--- src/rtl/hw_splitter_pkg.sv ---
// Shared constants for the halfword splitter: word geometry, halfword field
// boundaries, FSM state encodings and the half-select helpers.
package hw_splitter_pkg;

    localparam int HW_W   = 5;
    localparam int WORD_W = 10;

    localparam int UPPER_MSB = 9;
    localparam int UPPER_LSB = 5;
    localparam int LOWER_MSB = 4;
    localparam int LOWER_LSB = 0;

    localparam logic [1:0] ST_IDLE   = 2'd0;
    localparam logic [1:0] ST_FIRST  = 2'd1;
    localparam logic [1:0] ST_SECOND = 2'd2;

    function automatic logic [HW_W-1:0] upper_half(input logic [WORD_W-1:0] word);
        return word[UPPER_MSB:UPPER_LSB];
    endfunction

    function automatic logic [HW_W-1:0] lower_half(input logic [WORD_W-1:0] word);
        return word[LOWER_MSB:LOWER_LSB];
    endfunction

endpackage

--- src/rtl/hw_splitter.sv ---
// Splits each accepted 10-bit word into two 5-bit halves sent in a selectable
// order over a valid/ready output port, counting fully sent words.
module hw_splitter
    import hw_splitter_pkg::*;
#(
    parameter int CNT_W = 8
) (
    input  logic                clk,
    input  logic                rst,
    input  logic                in_valid,
    output logic                in_ready,
    input  logic [WORD_W-1:0]   in_word,
    input  logic                in_lo_first,
    output logic                out_valid,
    input  logic                out_ready,
    output logic [HW_W-1:0]     out_hw,
    output logic                out_is_upper,
    output logic                out_last,
    output logic [CNT_W-1:0]    word_count
);

    logic [1:0]        state;
    logic [WORD_W-1:0] hold_word;
    logic              hold_lo_first;
    logic              in_xfer;
    logic              out_xfer;
    logic              bad_state;

    // NOTE: every signal assigned in always_comb gets a value on every path,
    // otherwise synthesis infers a latch.
    always_comb begin
        in_ready  = (state == ST_IDLE) || ((state == ST_SECOND) && out_ready);
        in_xfer   = in_valid && in_ready;
        out_xfer  = out_valid && out_ready;
        bad_state = (state != ST_IDLE) && (state != ST_FIRST) && (state != ST_SECOND);
    end

    // NOTE: sequential state uses non-blocking assignments so all registers
    // update from the same pre-edge values.
    always_ff @(posedge clk) begin
        if (rst) begin
            state         <= ST_IDLE;
            hold_word     <= '0;
            hold_lo_first <= 1'b0;
            out_valid     <= 1'b0;
            out_hw        <= '0;
            out_is_upper  <= 1'b0;
            out_last      <= 1'b0;
            word_count    <= '0;
        end else begin
            if ((state == ST_SECOND) && out_xfer) begin
                word_count <= word_count + CNT_W'(1);
            end

            if (in_xfer) begin
                // New word: latch it and present its first half next cycle.
                state         <= ST_FIRST;
                hold_word     <= in_word;
                hold_lo_first <= in_lo_first;
                out_valid     <= 1'b1;
                out_hw        <= in_lo_first ? lower_half(in_word) : upper_half(in_word);
                out_is_upper  <= !in_lo_first;
                out_last      <= 1'b0;
            end else if ((state == ST_FIRST) && out_xfer) begin
                state        <= ST_SECOND;
                out_hw       <= hold_lo_first ? upper_half(hold_word) : lower_half(hold_word);
                out_is_upper <= hold_lo_first;
                out_last     <= 1'b1;
            end else if (((state == ST_SECOND) && out_xfer) || bad_state) begin
                state     <= ST_IDLE;
                out_valid <= 1'b0;
                out_last  <= 1'b0;
            end
        end
    end

endmodule
--- config.mk ---
export PLATFORM = sky130hd
export DESIGN_NAME = hw_splitter
export DESIGN_NICKNAME = d
export VERILOG_FILES = /design/src/rtl/hw_splitter_pkg.sv /design/src/rtl/hw_splitter.sv
export SDC_FILE = /design/constraint.sdc
export NUM_CORES = 1
export LEC_CHECK = 0
export ABC_AREA = 1
export CAP_MARGIN = 20
export CORE_MARGIN = 2
export CORE_UTILIZATION = 25
export CTS_BUF_LIST = sky130_fd_sc_hd__clkbuf_4 sky130_fd_sc_hd__clkbuf_8
export DETAILED_ROUTE_END_ITERATION = 12
export PLACE_DENSITY = 0.57
export SYNTH_ARGS = -nofsm -noshare
export SYNTH_HDL_FRONTEND = slang
export SYNTH_SLANG_ARGS = --single-unit
export TNS_END_PERCENT = 30
--- constraint.sdc ---
create_clock -name clk -period 2.73 [get_ports clk]
set_input_delay 0.4095 -clock clk [delete_from_list [all_inputs] [get_ports clk]]
set_output_delay 0.4095 -clock clk [all_outputs]
set_load 0.02 [all_outputs]
==> images/drive_strength.png <==
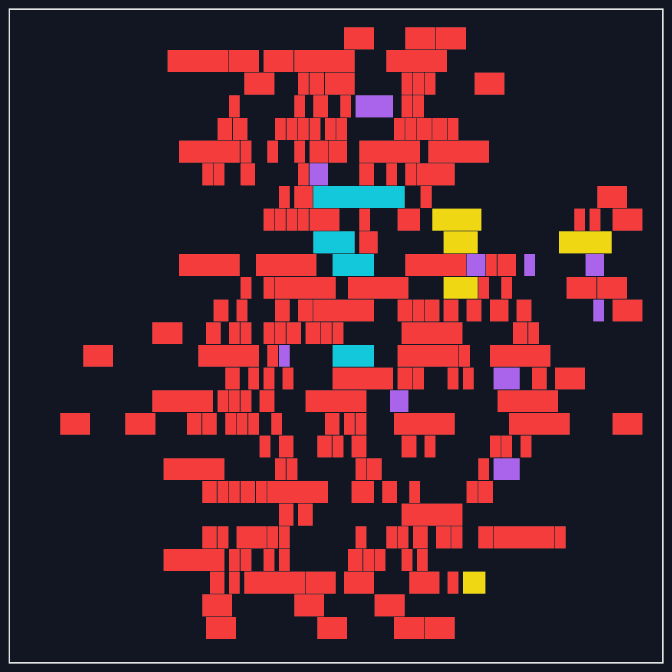
yellow -> drive 3 to 4  # cells 5
red -> drive 1 or less  # cells 211
cyan -> drive 6 and up  # cells 4
purple -> drive 2  # cells 10
layout-stage area growth over the synthesis result: 32.2%
worst-case setup margin in the final layout: 0.502 ns
final design instance area without fill: 1820 sq um
Buffers, non-clock: 32

==> images/final_congestion.png <==
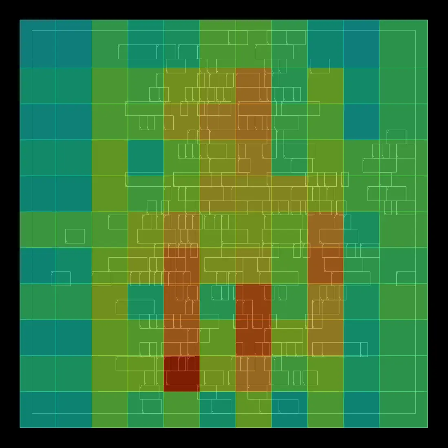
global routing met1 resource utilization: 0.142
global route hottest layer: met2

==> impl_summary.log <==
[flow] collecting metrics
[metrics] status: finished clean
[metrics] # Cells Yosys: roughly 200
[metrics] worst path cell trace: clkdlybuf4s50_1 > inv_2 > nand2_2 > nand2_1 > inv_1 > clkdlybuf4s50_1
[metrics] Late-Pin Clk Latency: ~0.27 ns
[metrics] iteration tally of the first detailed-router pass: 4
[metrics] height of the chip: just under 80 microns
[metrics] reg-to-reg slack, setup: roughly 1.4 ns
[metrics] max_slew headroom: 0.653
[metrics] proportion of layout cells with a drive suffix above 1: 0.0826
[metrics] startpoint of the worst-slack reg-to-reg timing path: out_last
[metrics] Buffers on Ports: 31
[metrics] area of the mapped netlist: about 1400 sq um
[metrics] post-CTS resize count: 0
[metrics] non-filler cells in the finished layout: about 300
[metrics] final hold viol count: 0
[metrics] WL/cell: between 10 and 15 microns
[metrics] number of design-rule violations left by the first detailed-router iteration: around 76
[metrics] cell count after placement: 298
[metrics] cycle use final: 0.816
[metrics] number of storage elements in the synthesis netlist: 28
[metrics] worst min-delay path endpoint: hold_word[4]
[metrics] FP Rows: 27
[metrics] vias in the first global route: about 1,200
[metrics] H-tree depth: 1
[metrics] share of cell area taken by multi-input logic gates: 0.369
[metrics] number of sequential cells in the layout: 28
[metrics] placed wire-length estimate after detailed placement: ~2300 microns
[metrics] non-clock inverter count: 29
[metrics] gr usage total: 0.107
[metrics] tool warning count: 26
[metrics] CP max stage delay: slightly below 0.6 ns
[metrics] worst setup path start: out_ready
[metrics] P per Cell Area: 500 nW/um^2
[metrics] CP max FO: 6
[metrics] cell mode on critical path: clkdlybuf4s50_1
[metrics] critical register-to-register path endpoint: out_hw[0]
[metrics] yosys stat area: about 1400 sq um
[metrics] total I/O pin count: 32
[metrics] initial antenna violation count: 0
[metrics] routed vias: 1,314
[metrics] Init Core Util: 0.255
[metrics] Final Slew Violations: 0
[metrics] transition time of the tightest slew-check pin: 0.520 ns
[metrics] final critical-path required period: between 2 and 2.5 ns
[metrics] final setup fails: 0
[metrics] leftover overflow at the end of global routing: 0
[metrics] path category of the worst min-delay check: register to register
[metrics] tightest hold margin: between 0.4 and 0.5 ns
[metrics] Clock Tree Buf Depth: 2
[metrics] antenna viol nets, final: 0
[metrics] slowest cell on the critical path: clkdlybuf4s50_1
[metrics] number of well-tap cells placed: between 70 and 80
[metrics] n_diodes: 0
[metrics] clock tree from TritonCTS: yes
[metrics] Post-CTS Hold Buffers: 0
[metrics] # clk buffers: 3
[metrics] Static Leak: 0.778 nW
[metrics] count of multi-input gates: 137
[metrics] total chip power: ~0.9 mW
[metrics] leading area contributor after synthesis: dfxtp_1
[metrics] Die X-Extent: about 80 microns
[metrics] fill count: 604
[metrics] maximum number of pins on one net before global-route repair: 26
[metrics] synthesized instance count: 200
[metrics] cell depth of the worst min-delay path: 2
[metrics] nets in the synthesized netlist: approximately 220
[metrics] Worst Reg-to-Reg Cells: 6
[metrics] CP Launch Type: primary input
[metrics] Total Nets Final: 247
[metrics] number of design rule violations left after detail routing: 0
[metrics] WP data arrival: ~1.8 ns
[metrics] flip-flops with a built-in enable: 0
[metrics] minimum setup slack after placement: between 0.4 and 0.5 ns
[metrics] sum of routed wire length over all layers: around 3100 microns
[metrics] clock transition at the registers of the reported paths: roughly 0.10 ns
[metrics] critical path type: primary input to output pin
[metrics] cell area after placement: ~1700 sq um
[metrics] setup repair after global routing missed its margin: no
[metrics] maximum clock frequency: 0.449 GHz
[metrics] share of async-settable or async-resettable flops after synthesis: 0
[metrics] clock network contribution to total cell area: 0.0392
[metrics] total die area: between 6000 and 7000 sq um
[metrics] logic area: 671 sq um
[metrics] core area: 5410 sq um
[metrics] Largest type area fraction: 0.407
[metrics] Syn. warnings: 0
[metrics] clock buffer count from CTS: 3
[metrics] worst hold start: hold_word[4]
[metrics] required arrival time at the worst endpoint: about 2.3 ns
[metrics] Final TNS setup: 0 ns
[metrics] Fin Clk Skew: around 0.0084 ns
[metrics] Post-CTS Setup Inserts: 0
[metrics] Top FF cell, synth: dfxtp_1
[metrics] wire length of the first global-routing pass: 5370 microns
[metrics] top cells by instance count after synthesis: nand2_1, dfxtp_1, inv_1
[metrics] number of violations of the max-capacitance limit: 0
[metrics] largest cells by area after synthesis: dfxtp_1, nand2_1, inv_1
[metrics] clock sinks: 28
[metrics] endpoint kind of the worst setup timing path: output pin
[metrics] synthesized area per cell: approximately 6.9 sq um
[metrics] fraction of the yosys area taken by sequential cells: 0.407
[metrics] most common cell in the synthesized netlist: nand2_1
[metrics] worst vdd ir: between 0.2 and 0.25 mV
[metrics] cell kind with the greatest summed area: multi-input combinational cells
[metrics] count of cell types in the netlist: 25
[metrics] Via-to-Cell Ratio: 4.35
[metrics] global placement routability congestion: a little under 0.8
[metrics] root buffer cell: clkbuf_8
[metrics] non-clock buffer share of cell area: 0.175
==> images/registers.png <==
Scale bar: 20 microns. Other sequential cells in the stronger grey, the rest of the logic in the fainter grey.
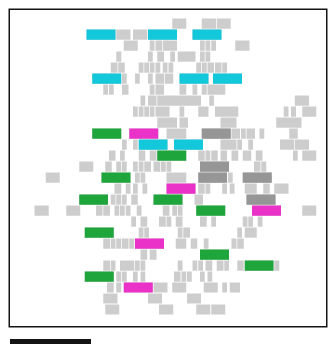
magenta -> `out_hw`  # sequential cells 5
green -> `hold_word`  # sequential cells 10
cyan -> `word_count`  # sequential cells 8, where top middle
not coloured = 5
Sequential Area: 561 sq um
share of cell area taken by flip-flops and latches: 0.308
power drawn by the sequential cells: 0.444 mW
final standard cell utilization of the core: 0.337

## power by group
group,switching [mW],total (mW),internal [mW],leakage (nW)
clock network,0.131,0.327,0.196,0.0357
registers,0.0143,0.444,0.430,0.229
logic,0.0778,0.139,0.0611,0.513
## per-layer routing
metal / track usage / vias up / wire (microns)
li1: - / 694 / -
met1: 0.142 / 596 / 1480
met2: 0.176 / 20 / 1490
met3: 0.0207 / 4 / 100
met4: 0.0368 / 0 / 45
met5: 0 / - / 0
## cells by family after synthesis
logic type	synth area share
AND/OR/NAND/NOR	0.331
AND-OR/OR-AND	0.147
buffers and inverters	0.105
flip-flops	0.407
adder cells (fa/ha/maj)	0.00909
## placed cells by master, fill, tap and decap left out, types with 3 or more instances in the layout
cell	Yosys	final
nand2_1	64	64
clkdlybuf4s50_1	0	31
dfxtp_1	28	28
inv_1	26	26
a21oi_1	18	18
o21ai_0	15	15
nand3_1	9	9
nor2_1	9	9
nand4_1	5	5
nand2_2	4	4
inv_2	3	3
clkbuf_8	0	3
## critical path, delay by kind of cell
kind	cells	cell delay, ns
and+or+nand+nor	2	0.13
buffers and inverters	4	1.28
## sequential cells by signal (all words and copies together), names as in the netlist
name / flops
hold_word: 10
word_count: 8
out_hw: 5
hold_lo_first: 1
out_is_upper: 1
out_last: 1
out_valid: 1
state: 1
## how the worst max path moves through the flow
stage                                to  slack, ns  cells past startpoint
after CTS                      in_ready       0.49                      6
after global placement         in_ready       0.52                      6
after global routing           in_ready       0.39                      6
after floorplan           word_count[4]       1.47                      6
after detailed placement       in_ready       0.49                      6
final                          in_ready       0.50                      6
Power figures rest on the tool's default switching activity, not on a simulated workload.
